[src/rtl/counter_pkg.sv]
// Shared types and constants for the counter output-side step decoder.
// Imported by the delta classifier and the decoder top.
package counter_pkg;

   typedef enum logic {
      IDLE,
      TRACK
   } dec_state_t;

   typedef enum logic [1:0] {
      HOLD,
      UP,
      DOWN,
      ILLEGAL
   } delta_class_t;

   localparam logic DIR_UP = 1'b1;
   localparam logic DIR_DN = 1'b0;

endpackage

[src/rtl/counter_delta_classify.sv]
// Combinational classifier: sorts the modular difference between two
// successive counter samples into hold/up/down/illegal and detects wrap.
module counter_delta_classify
   import counter_pkg::*;
#(
   parameter int N = 16
) (
   input  logic [N-1:0] prev,
   input  logic [N-1:0] cur,
   output delta_class_t delta_class,
   output logic         wrap
);

   logic [N-1:0] delta;

   always_comb begin
      delta       = cur - prev;
      delta_class = ILLEGAL;
      wrap        = 1'b0;
      if (delta == '0) begin
         delta_class = HOLD;
      end else if (delta == N'(1)) begin
         delta_class = UP;
      end else if (delta == '1) begin
         delta_class = DOWN;
      end
      // A wrap is only possible on a legal single step across the boundary.
      if (delta_class == UP && prev == '1) begin
         wrap = 1'b1;
      end else if (delta_class == DOWN && prev == '0) begin
         wrap = 1'b1;
      end
   end

endmodule

[src/rtl/counter_step_decoder.sv]
// Passive decoder beside the up/down counter: recovers en/up_dn per step,
// flags wrap and illegal jumps, and tracks same-direction run length.
module counter_step_decoder
   import counter_pkg::*;
#(
   parameter int N     = 16,
   parameter int RUN_W = 8
) (
   input  logic             clk,
   input  logic             rst,
   input  logic             sample_en,
   input  logic [N-1:0]     counter_in,
   input  logic             clr_err,
   output logic             step_valid,
   output logic             step_en,
   output logic             step_up_dn,
   output logic             wrap,
   output logic             err,
   output logic             err_sticky,
   output logic [RUN_W-1:0] run_len
);

   dec_state_t       state, state_nxt;
   logic [N-1:0]     prev, prev_nxt;
   logic             last_dir, last_dir_nxt;
   logic             dir_valid, dir_valid_nxt;

   logic             valid_nxt;
   logic             en_nxt;
   logic             up_dn_nxt;
   logic             wrap_nxt;
   logic             err_nxt;
   logic             sticky_nxt;
   logic [RUN_W-1:0] run_nxt;

   delta_class_t     cls;
   logic             cls_wrap;
   logic             dir;

   counter_delta_classify #(
      .N (N)
   ) u_classify (
      .prev        (prev),
      .cur         (counter_in),
      .delta_class (cls),
      .wrap        (cls_wrap)
   );

   always_comb begin
      state_nxt     = state;
      prev_nxt      = prev;
      last_dir_nxt  = last_dir;
      dir_valid_nxt = dir_valid;
      valid_nxt     = 1'b0;
      en_nxt        = 1'b0;
      up_dn_nxt     = 1'b0;
      wrap_nxt      = 1'b0;
      err_nxt       = 1'b0;
      run_nxt       = run_len;
      dir           = DIR_DN;

      if (sample_en) begin
         prev_nxt = counter_in;
         case (state)
            IDLE: begin
               state_nxt = TRACK;
            end
            TRACK: begin
               valid_nxt = 1'b1;
               case (cls)
                  HOLD: ;
                  UP, DOWN: begin
                     dir       = (cls == UP) ? DIR_UP : DIR_DN;
                     en_nxt    = 1'b1;
                     up_dn_nxt = dir;
                     wrap_nxt  = cls_wrap;
                     if (dir_valid && dir == last_dir) begin
                        run_nxt = (run_len == '1) ? run_len : run_len + RUN_W'(1);
                     end else begin
                        run_nxt = RUN_W'(1);
                     end
                     last_dir_nxt  = dir;
                     dir_valid_nxt = 1'b1;
                  end
                  default: begin
                     // prev is still reloaded so the next sample resyncs.
                     err_nxt       = 1'b1;
                     run_nxt       = '0;
                     dir_valid_nxt = 1'b0;
                  end
               endcase
            end
            default: state_nxt = IDLE;
         endcase
      end

      // A new error outranks a coincident clear.
      if (err_nxt) begin
         sticky_nxt = 1'b1;
      end else if (clr_err) begin
         sticky_nxt = 1'b0;
      end else begin
         sticky_nxt = err_sticky;
      end
   end

   always_ff @(posedge clk) begin
      if (rst) begin
         state      <= IDLE;
         prev       <= '0;
         last_dir   <= DIR_DN;
         dir_valid  <= 1'b0;
         step_valid <= 1'b0;
         step_en    <= 1'b0;
         step_up_dn <= 1'b0;
         wrap       <= 1'b0;
         err        <= 1'b0;
         err_sticky <= 1'b0;
         run_len    <= '0;
      end else begin
         state      <= state_nxt;
         prev       <= prev_nxt;
         last_dir   <= last_dir_nxt;
         dir_valid  <= dir_valid_nxt;
         step_valid <= valid_nxt;
         step_en    <= en_nxt;
         step_up_dn <= up_dn_nxt;
         wrap       <= wrap_nxt;
         err        <= err_nxt;
         err_sticky <= sticky_nxt;
         run_len    <= run_nxt;
      end
   end

endmodule

[config.mk]
export PLATFORM = sky130hd
export DESIGN_NAME = counter_step_decoder
export DESIGN_NICKNAME = d
export VERILOG_FILES = /design/src/rtl/counter_pkg.sv /design/src/rtl/counter_delta_classify.sv /design/src/rtl/counter_step_decoder.sv
export SDC_FILE = /design/constraint.sdc
export NUM_CORES = 1
export LEC_CHECK = 0
export CORE_ASPECT_RATIO = 1.5
export CORE_MARGIN = 4
export CORE_UTILIZATION = 51
export CTS_CLUSTER_SIZE = 8
export DETAILED_ROUTE_END_ITERATION = 16
export PLACE_DENSITY_LB_ADDON = 0.12
export SETUP_SLACK_MARGIN = 0.2
export SYNTH_ARGS = -nofsm -noshare
export SYNTH_HDL_FRONTEND = slang
export SYNTH_SLANG_ARGS = --single-unit
[constraint.sdc]
create_clock -name clk -period 4.7 [get_ports clk]
set_clock_uncertainty 0.1 [all_clocks]
set_input_delay 1.175 -clock clk [delete_from_list [all_inputs] [get_ports clk]]
set_output_delay 1.175 -clock clk [all_outputs]
set_load 0.05 [all_outputs]
Clock network drawn from the DEF:
(3 px per um)
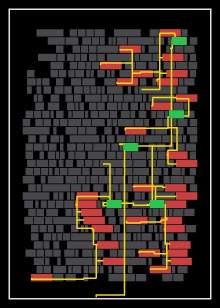
[clock wires] yellow | length: 482 um
[cells driving clock nets] green | count: 5
[flip-flops] red | count: 33
routed clock nets: 6

Signal wires on met4:
(4 px per um)
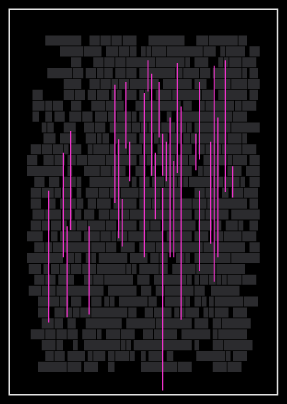
nets with wire on the layer: 29
longest straight run: 53.7 um
main direction: vertical
wire length on this layer: 732 um
share of all routed wire: 7.3%

Close-up of the layout:
Window x 40 to 60, y 14 to 34 um. Cells in grey, sequential cells in the stronger grey; small squares are vias.
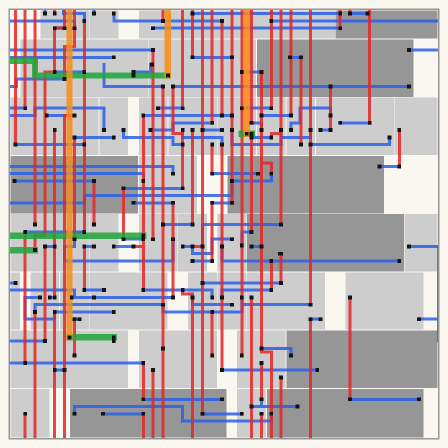
[met1] blue
[met4] orange
[met3] green
[met2] red
cells with their middle in the window: 35
sequential cells in the window: 7
most frequent: nor2_1 (7), dfxtp_1 (7)
netlist names of flops here include: prev (3)

==> impl_metrics.py <==
# Flow results
metrics = {
    "outcome": {
        "status": "finished, violations left",
        "violations": "setup timing",
    },
    "power_and_ir_drop": {
        "power_switching_uw": 347,
        "pg_comb_uw": 427,
        "clock_net_power_uw": 336,
        "p_sw_frac": 0.326,
        "p_comb_frac": 0.401,
        "p_clk_frac": 0.315,
        "p_per_area_mw_per_mm2": 257,
        "p_int_uw": 718,
        "power_frac_seq": 0.284,
        "p_leak_nw": 1.67,
    },
    "synthesis": {
        "ys_area_mm2": 0.00263,
        "ff_type": "dfxtp_1",
        "syn_area_per_cell_um2": 8.20,
        "yosys_cells": 321,
        "edf_count": 0,
        "ys.flops": 33,
        "syn_area_mm2": 0.00263,
        "syn_inst": 321,
    },
    "final_timing": {
        "fmax_ghz": 0.211,
        "setup_slack_ns": -0.0475,
        "finalSetupViolCount": 2,
        "worst_slew_pin_slew_ns": 1.03,
        "rsz0062_at_grt": "yes",
        "slew_viol_final": 0,
        "fin_hold_ws_ns": 0.360,
        "fin_crit_sh": 1.01,
        "hold_violations": 0,
    },
    "final_layout": {
        "area_growth_pct": 57.3,
        "layout_top_cell": "buf_4",
        "drive_above_1_share": 0.406,
        "n_antenna_cell": 0,
        "fin_nets": 475,
        "lay_top_cells": "buf_4 (82), nor2_1 (34), dfxtp_1 (33)",
        "finalInstanceArea_mm2": 0.00414,
    },
    "global_route": {
        "grtUsageTotal": 0.287,
        "overflow": 0,
        "grt_pass1_vias": 3050,
        "grt_max_degree": 26,
        "grt_pass1_wl_um": 14100,
    },
    "clock_tree": {
        "clkLatencyLatePin_ns": 0.30,
        "cts_sinks": 33,
        "cts_tree": "yes",
        "clk_pin_slew_ns": 0.08,
        "clock-root-buffer": "clkbuf_8",
        "clock_path_buffers": 2,
        "htree_levels": 2,
    },
    "worst_setup_path": {
        "critPathSlowestCell": "or3_4",
        "endpoint_kind": "register",
        "critical_path_buf_inv_count": 3,
        "cp_cell_sequence": "clkdlybuf4s15_2 > ha_4 > nand2_1 > o21a_2 > buf_4 > a2111o_1 > o211ai_1 > buf_4 > nand2_1 > o41a_1 > ha_2 > xor2_2 > nor3_2 > a21oi_2 > nand4_1 > or3_4 > a21oi_2",
        "crit_family": "AND-OR/OR-AND gates",
        "cp-start-kind": "input port",
        "cp_max_fo": 7,
        "criticalPathCategory": "input port to register",
        "cp.required_ns": 4.83,
    },
    "route": {
        "drtIter0Drc": 250,
        "via_count": 3111,
        "wire_per_inst_um": 20.0,
        "routed_wl_um": 10000,
        "postRouteAntennaNets": 0,
        "vias_per_cell": 6.22,
    },
    "run": {
        "maxCapViolCount": 0,
        "warnings": 33,
    },
    "place": {
        "io_buffers": 33,
        "dpl-instance-area_mm2": 0.00348,
    },
    "die": {
        "chip_area_mm2": 0.00640,
        "die_h_um": 96.0,
        "initial_core_util": 0.535,
        "chipWidth_um": 66.7,
        "fp-row-count": 31,
        "ioPinCount": 34,
    },
    "worst_hold_path": {
        "hold_class": "register to register",
    },
}
Metal layers overlaid:
(4 px per um)
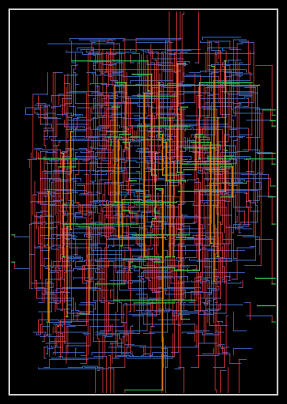
[met1] blue | wire length: 3,680 um
[met3] green | wire length: 492 um
[met2] red | wire length: 5,120 um
[met4] orange | wire length: 732 um

Congestion heat map:
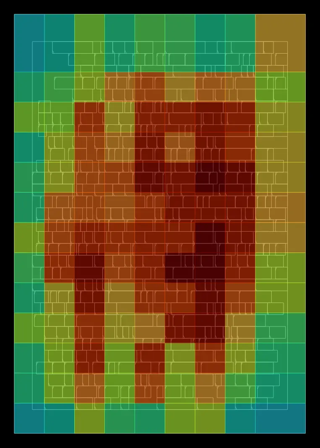
GRT busiest layer: met2
fin util: 0.841

[cell type report]
| type | instances | area, um^2 |
|---|---|---|
| multi-input cells | 252 | 2200 |
| repair buffers | 118 | 965 |
| fillers | 262 | 782 |
| flip-flops and latches | 33 | 661 |
| inverters | 23 | 98.8 |
| well taps | 66 | 82.6 |
| clock buffers | 5 | 68.8 |
| clock inverters | 3 | 68.8 |
[cell families after synthesis]
| group | share of synthesized area |
|---|---|
| compound gates | 0.198 |
| xor+xnor | 0.0366 |
| fa+ha+maj | 0.107 |
| buf+inv | 0.0741 |
| flops | 0.251 |
| mux | 0.0684 |
| simple gates | 0.265 |
[worst paths after layout]
kind / startpoint / end / slack, ns / depth (start not counted)
min: err_sticky$_SDFFE_PP0P_ / err_sticky$_SDFFE_PP0P_ / 0.36 / 1
max: counter_in[5] / run_len[7]$_SDFFE_PP0P_ / -0.05 / 17
min reg2reg: err_sticky$_SDFFE_PP0P_ / err_sticky$_SDFFE_PP0P_ / 0.36 / 1
max reg2reg: prev[6]$_SDFFE_PP0P_ / run_len[7]$_SDFFE_PP0P_ / 0.38 / 18
[timing repair]
| item | CTS | global route |
|---|---|---|
| buffers inserted | 14 | 9 |
| hold endpoints to repair | 0 | 0 |
| cloned | 0 | 0 |
| pin swaps | 40 | 19 |
| setup endpoints to repair | 13 | 9 |
| hold buffers | 0 | 0 |
| gates resized | 84 | 33 |
[per-stage QoR]
stage / power (mW) / util / setup TNS (ns) / instances / worst slack (ns)
6_report: 1.07 / 0.841 / -0.0639 / 500 / -0.0475
3_5_place_dp: 0.626 / 0.706 / -6.70 / 469 / -0.784
3_3_place_gp: 0.617 / 0.706 / -5.50 / 469 / -0.665
5_1_grt: 1.10 / 0.841 / -0.426 / 500 / -0.191
2_1_floorplan: 0.505 / - / 0 / 321 / 0.0511
4_1_cts: 1.01 / 0.804 / 0 / 491 / 0.188
[synth_stat cells, types with 2 or more instances]
master	n	area [um^2]
clkbuf_1	5	18.8
dfxtp_1	33	661
and3_1	2	12.5
nand4_1	11	68.8
and2_1	4	25.0
or2_2	2	12.5
o211ai_1	4	30.0
nor2_1	37	139
o21a_1	2	15.0
a21o_2	3	26.3
nor2b_1	2	12.5
a21oi_1	18	90.1
nor4b_1	2	17.5
clkbuf_8	2	27.5
nor4_1	8	50.1
xor2_1	8	70.1
and4bb_2	2	25.0
o21ai_0	8	40.0
a21o_1	5	37.5
nor3_1	12	60.1
a2111oi_0	3	26.3
nand2_1	16	60.1
ha_1	21	263
o31ai_1	2	15.0
buf_2	3	15.0
o311ai_0	3	26.3
a211oi_1	7	52.6
xnor2_1	3	26.3
mux2i_1	18	180
inv_1	23	86.3
or3_1	4	25.0
nand2b_1	5	31.3
nand3_1	13	65.1
[routing by layer]
layer	GRT usage	wire [um]	vias to the layer above
met4	0.210	731	0
met1	0.291	3680	1466
met2	0.531	5120	162
met5	0	0	-
li1	-	-	1420
met3	0.0269	491	63
[registers in the layout, summed over array words and instances, names as in the netlist]
signal,flops
step_valid,1
last_dir,1
err,1
prev,16
dir_valid,1
run_len,8
step_up_dn,1
step_en,1
err_sticky,1
state,1
wrap,1
Power and IR drop assume default switching activity.
